$ cat config.mk
export PLATFORM = sky130hd
export DESIGN_NAME = food_place_ctrl
export DESIGN_NICKNAME = d
export VERILOG_FILES = /design/src/rtl/food_place_ctrl.sv
export SDC_FILE = /design/constraint.sdc
export NUM_CORES = 1
export LEC_CHECK = 0
export ABC_AREA = 1
export CORE_ASPECT_RATIO = 0.9
export CORE_MARGIN = 10
export CORE_UTILIZATION = 30
export DETAILED_ROUTE_END_ITERATION = 8
export PLACE_DENSITY = 0.59
export SLEW_MARGIN = 10
export SYNTH_ARGS = -nofsm -noshare
export SYNTH_HDL_FRONTEND = slang
export SYNTH_SLANG_ARGS = --single-unit
$ cat constraint.sdc
create_clock -name clk1 -period 1.5 [get_ports clk1]
set_input_delay 0.15 -clock clk1 [delete_from_list [all_inputs] [get_ports clk1]]
set_output_delay 0.15 -clock clk1 [all_outputs]
set_load 0.01 [all_outputs]
$ cat src/rtl/food_place_ctrl.sv
// ============================================================================
// Module      : food_place_ctrl
// Description : Food placement sequencer: draws grid-aligned random candidates,
//               bounds-checks them and queries body occupancy with retries.
// Revision    : 1.0 - initial release
// ============================================================================
`default_nettype none

module food_place_ctrl #(
    parameter int unsigned X_MIN      = 150,
    parameter int unsigned X_MAX      = 778,
    parameter int unsigned Y_MIN      = 41,
    parameter int unsigned Y_MAX      = 509,
    parameter int unsigned GRID_SHIFT = 3,
    parameter int unsigned MAX_TRIES  = 15,
    parameter int unsigned X_INIT     = 464,
    parameter int unsigned Y_INIT     = 272
) (
    input  logic       clk1,
    input  logic       rst_n,
    input  logic       place_req,
    input  logic [9:0] rand_x,
    input  logic [9:0] rand_y,
    output logic       occ_req,
    output logic [9:0] occ_x,
    output logic [9:0] occ_y,
    input  logic       occ_ack,
    input  logic       occ_hit,
    output logic [9:0] xFood,
    output logic [9:0] yFood,
    output logic       food_valid,
    output logic       place_done,
    output logic       place_fail,
    output logic       busy
);

    typedef enum logic [2:0] {
        S_IDLE   = 3'd0,
        S_SAMPLE = 3'd1,
        S_CHECK  = 3'd2,
        S_QUERY  = 3'd3,
        S_COMMIT = 3'd4,
        S_FAIL   = 3'd5
    } state_t;

    localparam logic [9:0]  c_align_mask = ~10'((1 << GRID_SHIFT) - 1);
    localparam logic [10:0] c_cell_m1    = 11'((1 << GRID_SHIFT) - 1);
    localparam logic [7:0]  c_max_tries  = 8'(MAX_TRIES);

    state_t     r_state;
    state_t     w_state_next;
    logic [9:0] r_cand_x;
    logic [9:0] r_cand_y;
    logic [7:0] r_try;
    logic [7:0] w_try_inc;
    logic       w_last_try;
    logic       w_in_bounds;

    // 11-bit sums so a candidate near 1023 cannot wrap back into range
    assign w_in_bounds = ({1'b0, r_cand_x} >= 11'(X_MIN)) &&
                         (({1'b0, r_cand_x} + c_cell_m1) <= 11'(X_MAX)) &&
                         ({1'b0, r_cand_y} >= 11'(Y_MIN)) &&
                         (({1'b0, r_cand_y} + c_cell_m1) <= 11'(Y_MAX));

    assign w_try_inc  = r_try + 8'd1;
    assign w_last_try = (w_try_inc == c_max_tries);
    assign busy       = (r_state != S_IDLE);

    always_comb begin
        w_state_next = r_state;
        case (r_state)
            S_IDLE:   if (place_req) w_state_next = S_SAMPLE;
            S_SAMPLE: w_state_next = S_CHECK;
            S_CHECK: begin
                if (w_in_bounds)     w_state_next = S_QUERY;
                else if (w_last_try) w_state_next = S_FAIL;
                else                 w_state_next = S_SAMPLE;
            end
            S_QUERY: begin
                if (occ_ack) begin
                    if (!occ_hit)        w_state_next = S_COMMIT;
                    else if (w_last_try) w_state_next = S_FAIL;
                    else                 w_state_next = S_SAMPLE;
                end
            end
            S_COMMIT: w_state_next = S_IDLE;
            S_FAIL:   w_state_next = S_IDLE;
            default:  w_state_next = S_IDLE;
        endcase
    end

    always_ff @(posedge clk1 or negedge rst_n) begin
        if (!rst_n) r_state <= S_IDLE;
        else        r_state <= w_state_next;
    end

    always_ff @(posedge clk1 or negedge rst_n) begin
        if (!rst_n) begin
            r_cand_x   <= '0;
            r_cand_y   <= '0;
            r_try      <= '0;
            occ_req    <= 1'b0;
            occ_x      <= '0;
            occ_y      <= '0;
            xFood      <= 10'(X_INIT);
            yFood      <= 10'(Y_INIT);
            food_valid <= 1'b1;
            place_done <= 1'b0;
            place_fail <= 1'b0;
        end else begin
            place_done <= 1'b0;
            place_fail <= 1'b0;
            case (r_state)
                S_IDLE: begin
                    if (place_req) begin
                        food_valid <= 1'b0;
                        r_try      <= '0;
                    end
                end
                S_SAMPLE: begin
                    r_cand_x <= rand_x & c_align_mask;
                    r_cand_y <= rand_y & c_align_mask;
                end
                S_CHECK: begin
                    if (w_in_bounds) begin
                        occ_x   <= r_cand_x;
                        occ_y   <= r_cand_y;
                        occ_req <= 1'b1;
                    end else begin
                        r_try <= w_try_inc;
                    end
                end
                S_QUERY: begin
                    if (occ_ack) begin
                        occ_req <= 1'b0;
                        if (occ_hit) r_try <= w_try_inc;
                    end
                end
                S_COMMIT: begin
                    xFood      <= r_cand_x;
                    yFood      <= r_cand_y;
                    food_valid <= 1'b1;
                    place_done <= 1'b1;
                end
                S_FAIL: begin
                    food_valid <= 1'b1;
                    place_fail <= 1'b1;
                end
                default: ;
            endcase
        end
    end

endmodule

`default_nettype wire

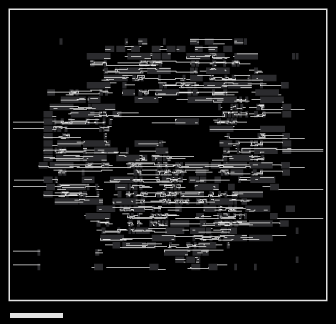
Run 1: met1 routing
The bar under the picture is 20 um long.
The layer carries 2810 um of wire. The wires run mostly horizontal.

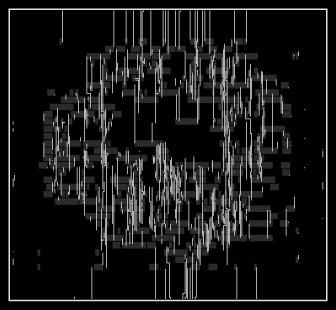
Run 1: met2 routing
The longest straight run is 42.0 um. The layer holds 47% of the routed length. The wires run mostly vertical.
GRT met2 Usage: 17.36%
via count: 2105

==> impl_metrics.ini, run 1 <==
; generated from flow reports
[synthesis]
synth_cells = 307
yosysWarnings = 0
top_cell = nand2_1
synth_seq_share_pct = 55.12
top_cells_by_count = 80 x nand2_1, 50 x dfrtp_1, 33 x nor2_1
synth_top_flop_cell = dfrtp_1
top_cells_by_area = dfrtp_1 48%, nand2_1 12%, dfstp_2 7.1%, o21ai_1 5.8%, nor2_1 4.8%
yosys.area.top_type = dfrtp_1
async_flop_share_pct = 100.0
yosysUniqueCellTypes = 30
top_cell_area_share_pct = 48.05
yosys_cells = 307
avgSynthCellArea_um2 = 8.481

[power]
p_per_area_mw_per_mm2 = 1934
ir_drop_v = 0.0007536

[route]
ant_nets = 0
drt_iter0_drc = 113
via_per_inst = 4.227
wl_met3_um = 438
met1_length_mm = 2.808
drc = 0
route.met2.wl_mm = 2.938
top_layer = met4
post_drt_wl_per_cell_um = 12.62

[critical_path]
crit_path_start_kind = register
worst_ep_required_time_ns = 1.35
endpoint_kind = output port
slowest_stage = clkdlybuf4s50_1
crit_arrival_ns = 1.27
crit_family = buffers and inverters
cp_max_fo = 2
slowest_delay_ns = 0.55
critPathBufInv = 1

[place]
hpwl_mm = 4.582
dpl_cell_area_mm2 = 0.003262
gp_congestion = 0.7654

[sta]
fin_crit_sh_pct = 94.49
clock_skew_ns = 0.006666
setup_viol = 0
fin_setup_tns_ns = 0
timing.fmax_mhz = 705.5
fin_crit_ns = 1.417
slew_viol_final = 0
hold_viol = 0

[layout]
lay_top_count = nand2_1
drive_gt1_share_pct = 14.78
finalNetCount = 401
final_cell_mix = 77 x nand2_1, 49 x dfrtp_1, 42 x clkdlybuf4s50_1
n_antenna_cell = 0
syn_to_final_growth_pct = 34.12
stdcell_area_mm2 = 0.003492
final_core_util_pct = 40.95

[floorplan]
fp_util_pct = 30.53
die_height_um = 108.4
core_area_mm2 = 0.008528
die_area_mm2 = 0.01281
io_pins = 70
die_w_um = 118.2
num_rows = 32

[global_route]
first_global_vias = 2204
grtUsageMet1_pct = 11.28
grt.busiest_layer = met2
overflow = 0
grt_usage_pct = 10.28
antenna_found_initial = 0
grt_pass1_wl_mm = 10.63

[status]
status = finished, final reports clean

[clocking]
cts_root_buf = clkbuf_8
path_clk_slew_ns = 0.06
cts_htree_levels = 3
post_cts_buffers = 0
cts_made_buffers = 9
cts.sinks = 57
cts_tree = built
post_cts_resized = 9
cts_hold_buffers = 1

[flow_run]
max_cap_violations = 0
warning_count = 34
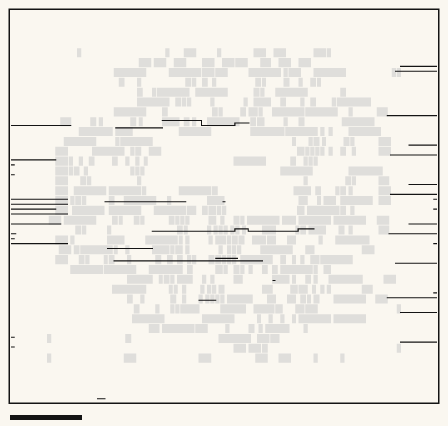
Run 1: metal 3
The bar under the picture is 20 um long.
The layer holds 7.0% of the routed length. 36 nets have wire on it. The layer carries 439 um of wire.
met3 usage: 4.065%
final WL: 6.284 mm

## run 1: final cells by class
cell class / count / area (um2)
fillers: 902 / 5036
flip-flops and latches: 57 / 1436
multi-input cells: 208 / 985.9
repair buffers: 66 / 643.1
well taps: 119 / 148.9
clock buffers: 12 / 135.1
inverters: 32 / 122.6
clock inverters: 4 / 20.02
## run 1: where the power goes
part / leakage (nW) / internal, mW / switching (mW)
sequential: 0.698 / 2.21 / 0.380
combinational: 0.893 / 1.41 / 1.58
clock: 0.0839 / 0.588 / 0.577
total: 1.67 / 4.21 / 2.54
## run 1: path summary, 6_finish.rpt
path,startpoint,to,slack (ns),depth (start not counted)
max in group asynchronous,rst_n,xFood[8],0.63,3
worst max-delay path,yFood[3],yFood[3],0.08,1
worst min-delay path,rst_n,occ_req,0.25,2
worst min register to register,xFood[7],xFood[7],0.47,2
worst max register to register,r_state[2],r_try[6],0.09,7
min in group clk1,rand_y[5],r_cand_y[5],0.39,3
## run 1: cell families (layout without fill, tap and decap cells)
logic type	count (synthesis)	count (layout)	synth area share (%)
AOI/OAI and AO/OA	56	56	12.01
DFF	57	57	55.12
adders and majority gates	2	2	0.9609
buffers and inverters	53	114	9.899
other	1	12	0.1440
and+or+nand+nor	138	138	21.87
## run 1: registers in the layout, indices dropped and copies added, names as in the netlist, 3 cells and up
name,cells
r_cand_y,7
yFood,7
r_cand_x,7
occ_x,7
occ_y,7
r_state,3
r_try,8
xFood,7
## run 1: metrics by stage
step / cells / setup slack (ns)
global route: 498 / -0.03890
floorplan: 318 / 0.1149
finish: 498 / 0.08261
detailed placement: 477 / 0.05462
CTS: 494 / 0.001933
global placement: 477 / 0.08123
Run 1, where the registers sit:
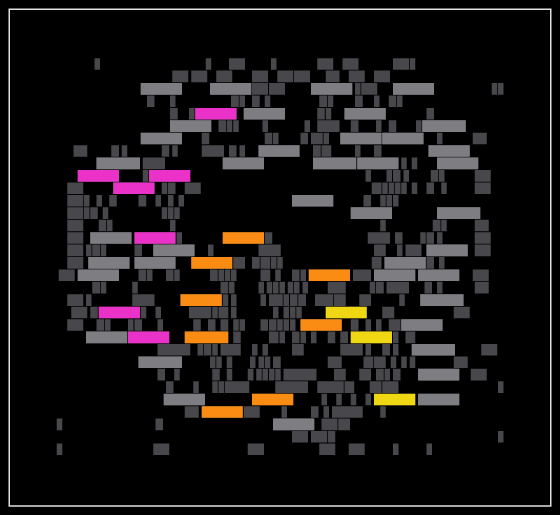

==> run 2, diff against run 1 <==
--- a/config.mk
+++ b/config.mk
@@ -10,7 +10,7 @@
 export CORE_MARGIN = 10
 export CORE_UTILIZATION = 30
 export DETAILED_ROUTE_END_ITERATION = 8
-export PLACE_DENSITY = 0.59
+export PLACE_DENSITY_LB_ADDON = 0.2
 export SLEW_MARGIN = 10
 export SYNTH_ARGS = -nofsm -noshare
 export SYNTH_HDL_FRONTEND = slang
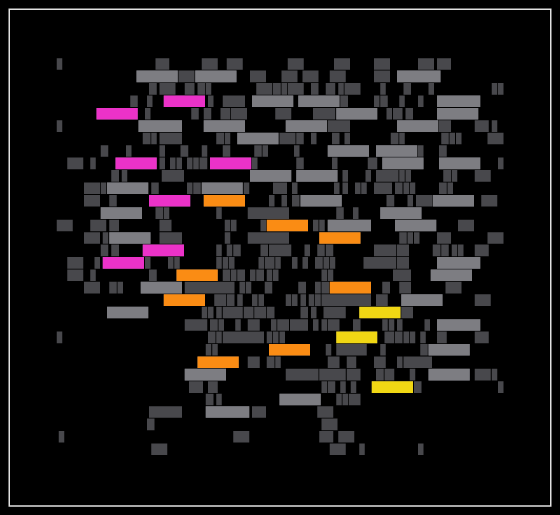
Run 2: where the registers sit
Magenta is r_cand_y, flops 7. Yellow is r_state, flops 3. Orange is r_try, flops 8, where centre.
Another 39 sequential cells are not coloured.

==> impl_metrics.ini, run 2 <==
; generated from flow reports
[status]
status = finished, final reports clean

[place]
dpl_cell_area_mm2 = 0.003262
gp_congestion = 0.7381
hpwl_mm = 4.310

[synthesis]
avgSynthCellArea_um2 = 8.481
yosys.area.top_type = dfrtp_1
yosysWarnings = 0
yosys_cells = 307
top_cell = nand2_1
synth_seq_share_pct = 55.12
yosysUniqueCellTypes = 30

[route]
post_drt_wl_per_cell_um = 13.33
route.met2.wl_mm = 3.152
drt_iter0_drc = 117
top_layer = met4
wl_met3_um = 386

[layout]
finalNetCount = 403
fin_cells = 500
stdcell_area_mm2 = 0.003650
largest_register_ffs = 8
regArea_mm2 = 0.001435
final_cell_mix = 74 x nand2_1, 50 x dfrtp_1, 42 x clkdlybuf4s50_1

[power]
p_seq_share_pct = 35.1
ir_drop_v = 0.0006449
switching_share_pct = 36.46
combPwrFrac_pct = 42.6

[sta]
fin_setup_tns_ns = 0
fin_crit_ns = 1.456
timing.fmax_mhz = 686.9
clock_skew_ns = 0.008449

[critical_path]
slowest_delay_ns = 0.39
rrSetupSlack_ns = 0.04
reg2regPathDepth = 7
timing.rr.end = r_try[3]
endpoint_kind = register
r2r_start = r_state[2]
critPathBufInv = 2
crit_family = AND-OR/OR-AND gates

[global_route]
overflow = 0
antenna_found_initial = 0
grt_pass1_wl_mm = 10.93
grtUsageMet1_pct = 11.89
first_global_vias = 2241
use_met2_pct = 17.40

[clocking]
cts_htree_levels = 3
cts_root_buf = clkbuf_8
path_clk_slew_ns = 0.07
cts.sinks = 57

[flow_run]
warning_count = 34

[floorplan]
die_w_um = 118.2
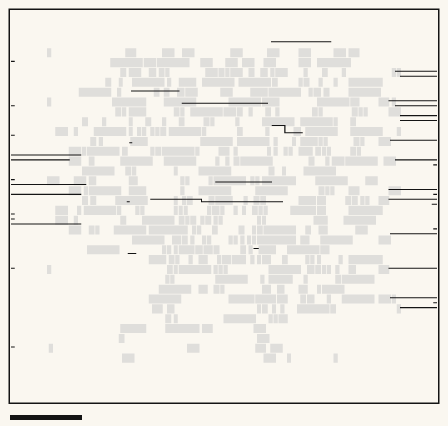
Run 2: metal 3
The bar under the picture is 20 um long.
35 nets have wire on it. The layer carries 387 um of wire. The longest straight run is 23.5 um.
final WL: 6.665 mm
via count: 2157
met3 usage: 3.648%

[run 2: how the worst max path moves through the flow]
stage                     start       end  cells after the start
global placement    r_cand_y[5]  r_try[3]                     10
global route        r_cand_x[4]  r_try[3]                     10
floorplan            r_state[2]  r_try[2]                      8
finish               r_state[2]  r_try[3]                      7
CTS                  r_state[2]  r_try[6]                      7
detailed placement      occ_ack  r_try[5]                      8
[run 2: cell families (layout without fill, tap and decap cells)]
kind of cell	Yosys count	after routing	share of synthesized area, %
AOI/OAI and AO/OA	56	56	12.01
adders and majority gates	2	2	0.9609
DFF	57	57	55.12
buffers and inverters	53	116	9.899
other	1	12	0.1440
and+or+nand+nor	138	138	21.87
[run 2: power groups by stage]
stage / sequential (mW) / clock (mW) / combinational (mW)
floorplan: 2.72 / 0 / 1.45
global placement: 2.59 / 0 / 2.92
detailed placement: 2.59 / 0 / 2.96
CTS: 2.58 / 1.70 / 2.96
global route: 2.68 / 1.76 / 3.53
finish: 2.59 / 1.65 / 3.15
[run 2: worst register-to-register path, delay by kind of cell (launching register included)]
kind	cells	cell delay (ns)
AND-OR/OR-AND	2	0.45
flip-flops	1	0.39
buffers and inverters	2	0.30
AND/OR/NAND/NOR	3	0.25
[run 2: final cells by class]
type,count,share of cell area [%]
sequential,57,39.32
multi-input combinational,208,28.01
timing repair buffer,68,18.89
clock buffer,11,4.148
tap,119,4.080
inverter,32,3.428
clock inverter,5,2.125
[run 2: repair_timing]
| item | 4_1_cts | 5_1_grt |
|---|---|---|
| resized | 11 | 19 |
| hold buffers | 1 | 0 |
| gates cloned | 0 | 2 |
| pin swaps | 0 | 4 |
| endpoints found under the setup margin | 10 | 23 |
| endpoints found under the hold margin | 50 | 0 |
| setup buffers | 0 | 4 |
==> run 3, diff against run 2 <==
--- a/config.mk
+++ b/config.mk
@@ -10,6 +10,7 @@
 export CORE_MARGIN = 10
 export CORE_UTILIZATION = 30
 export DETAILED_ROUTE_END_ITERATION = 8
+export GPL_ROUTABILITY_DRIVEN = 0
 export PLACE_DENSITY_LB_ADDON = 0.2
 export SLEW_MARGIN = 10
 export SYNTH_ARGS = -nofsm -noshare
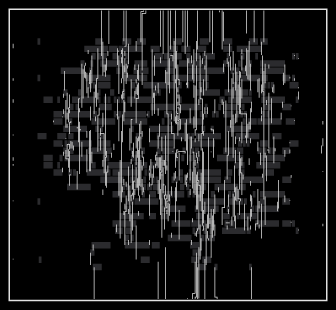
Run 3: met2 routing
The wires run mostly vertical. The layer holds 47% of the routed length. The longest straight run is 40.3 um. The layer carries 3150 um of wire. 318 nets have wire on it.

==> impl_metrics.ini, run 3 <==
; generated from flow reports
[layout]
top_register = r_try
syn_to_final_growth_pct = 40.17
stdcell_area_mm2 = 0.003650
lay_top_count = nand2_1
drive_gt1_share_pct = 16.80
finalNetCount = 403
largest_register_ffs = 8
final_cell_mix = 74 x nand2_1, 50 x dfrtp_1, 42 x clkdlybuf4s50_1
n_antenna_cell = 0

[floorplan]
die_area_mm2 = 0.01281
io_pins = 70
fp_util_pct = 30.53
die_w_um = 118.2
core_area_mm2 = 0.008528
num_rows = 32
die_height_um = 108.4

[critical_path]
crit_path_start_kind = register
cp_max_fo = 5
path_class = reg2reg
crit_arrival_ns = 1.73
slowest_stage = dfrtp_1
slowest_delay_ns = 0.39
worst_ep_required_time_ns = 1.77
endpoint_kind = register

[route]
wl_met3_um = 386
met1_length_mm = 3.045
vias = 2157
via_per_inst = 4.314
ant_nets = 0
post_drt_wl_per_cell_um = 13.33
drt_iter0_drc = 117
top_layer = met4
route.met2.wl_mm = 3.152
drc = 0
finalWirelength_mm = 6.665

[power]
p_per_area_mw_per_mm2 = 2025
ir_drop_v = 0.0006449

[global_route]
grtUsageMet1_pct = 11.89
met3_usage_pct = 3.648
grt.busiest_layer = met2
use_met2_pct = 17.40
overflow = 0
first_global_vias = 2241
antenna_found_initial = 0
grt_pass1_wl_mm = 10.93
grt_usage_pct = 10.41

[synthesis]
ys_ff = 57
yosys.area.top_type = dfrtp_1
synth_cells = 307
yosys_cells = 307
top_cells_by_count = 80 x nand2_1, 50 x dfrtp_1, 33 x nor2_1
yosysWarnings = 0
edf_count = 0
top_cell = nand2_1
top_cell_area_share_pct = 48.05
yosysUniqueCellTypes = 30
avgSynthCellArea_um2 = 8.481
synth_top_flop_cell = dfrtp_1
synth-area-yosys_mm2 = 0.002604
async_flop_share_pct = 100.0
top_cells_by_area = dfrtp_1 48%, nand2_1 12%, dfstp_2 7.1%, o21ai_1 5.8%, nor2_1 4.8%
synth_seq_share_pct = 55.12

[clocking]
cts_htree_levels = 3
cts_tree = built
path_clk_slew_ns = 0.07
cts_made_buffers = 9
cts_root_buf = clkbuf_8
insertion_delay_ns = 0.34
cts.sinks = 57

[status]
status = finished, final reports clean

[place]
dpl_cell_area_mm2 = 0.003262
hpwl_mm = 4.310
dp_cells = 477

[sta]
slew_viol_final = 0
fin_crit_sh_pct = 97.06
timing.fmax_mhz = 686.9
setup_viol = 0
hold_viol = 0
clock_skew_ns = 0.008449
fin_crit_ns = 1.456

[flow_run]
max_cap_violations = 0
warning_count = 34
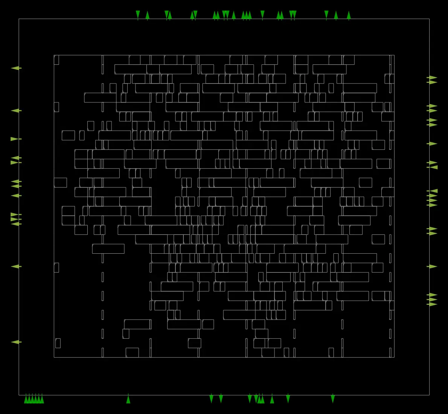
Run 3: placed standard cells
Layout Utilization: 42.80%
flop share of the area: 39.32%
registers: 57
fillers: 867
Cell Count, Final, Fillers Out: 500

==> run 3: cell counts after synthesis <==
Identical to the previous run, type by type.
==> run 3: worst paths after layout <==
kind                            cells past startpoint  slack, ns           to        from
worst min-delay path                                3       0.34     occ_y[4]       rst_n
worst max-delay path                                7       0.04     r_try[3]  r_state[2]
worst min register to register                      2       0.47     yFood[4]    yFood[4]
worst max register to register                      7       0.04     r_try[3]  r_state[2]
min in group clk1                                   3       0.38  r_cand_x[5]   rand_x[5]
max in group asynchronous                           3       0.84     yFood[8]       rst_n
==> run 3: report_power, final <==
group / switching [mW] / internal (mW) / total [mW]
Sequential: 0.388 / 2.21 / 2.59
Clock: 0.627 / 1.02 / 1.65
Combinational: 1.68 / 1.47 / 3.15
==> run 3: cell type report <==
type	instances	area (um2)	area share, %
clock buffer	11	151.4	4.148
timing repair buffer	68	689.4	18.89
multi-input combinational	208	1022	28.01
tap	119	148.9	4.080
inverter	32	125.1	3.428
clock inverter	5	77.57	2.125
sequential	57	1435	39.32
==> run 3: worst max-delay path: cells and delay by family, from the launching register on <==
family          cells  cell delay, ns
compound gates      2            0.45
buf+inv             2            0.30
flops               1            0.39
simple gates        3            0.25
==> run 3: logic make-up after synthesis <==
kind of cell    synth area share, %
buf+inv                       9.899
fa+ha+maj                    0.9609
compound gates                12.01
simple gates                  21.87
flops                         55.12
other cells                  0.1440
==> run 3: through the flow <==
stage | setup WS, ns | setup TNS (ns)
global route | -0.06539 | -0.5255
floorplan | 0.1149 | 0
global placement | 0.05077 | 0
finish | 0.04417 | 0
CTS | 0.006108 | 0
detailed placement | 0.03324 | 0
==> run 3: timing repair <==
item	in CTS	in global routing
pin swaps	0	4
hold buffers	1	0
endpoints found under the setup margin	10	23
resized	11	19
hold endpoints to repair	50	0
buffers inserted	0	4
gates cloned	0	2
No activity file was given, so power comes from the tool's default toggle rates.
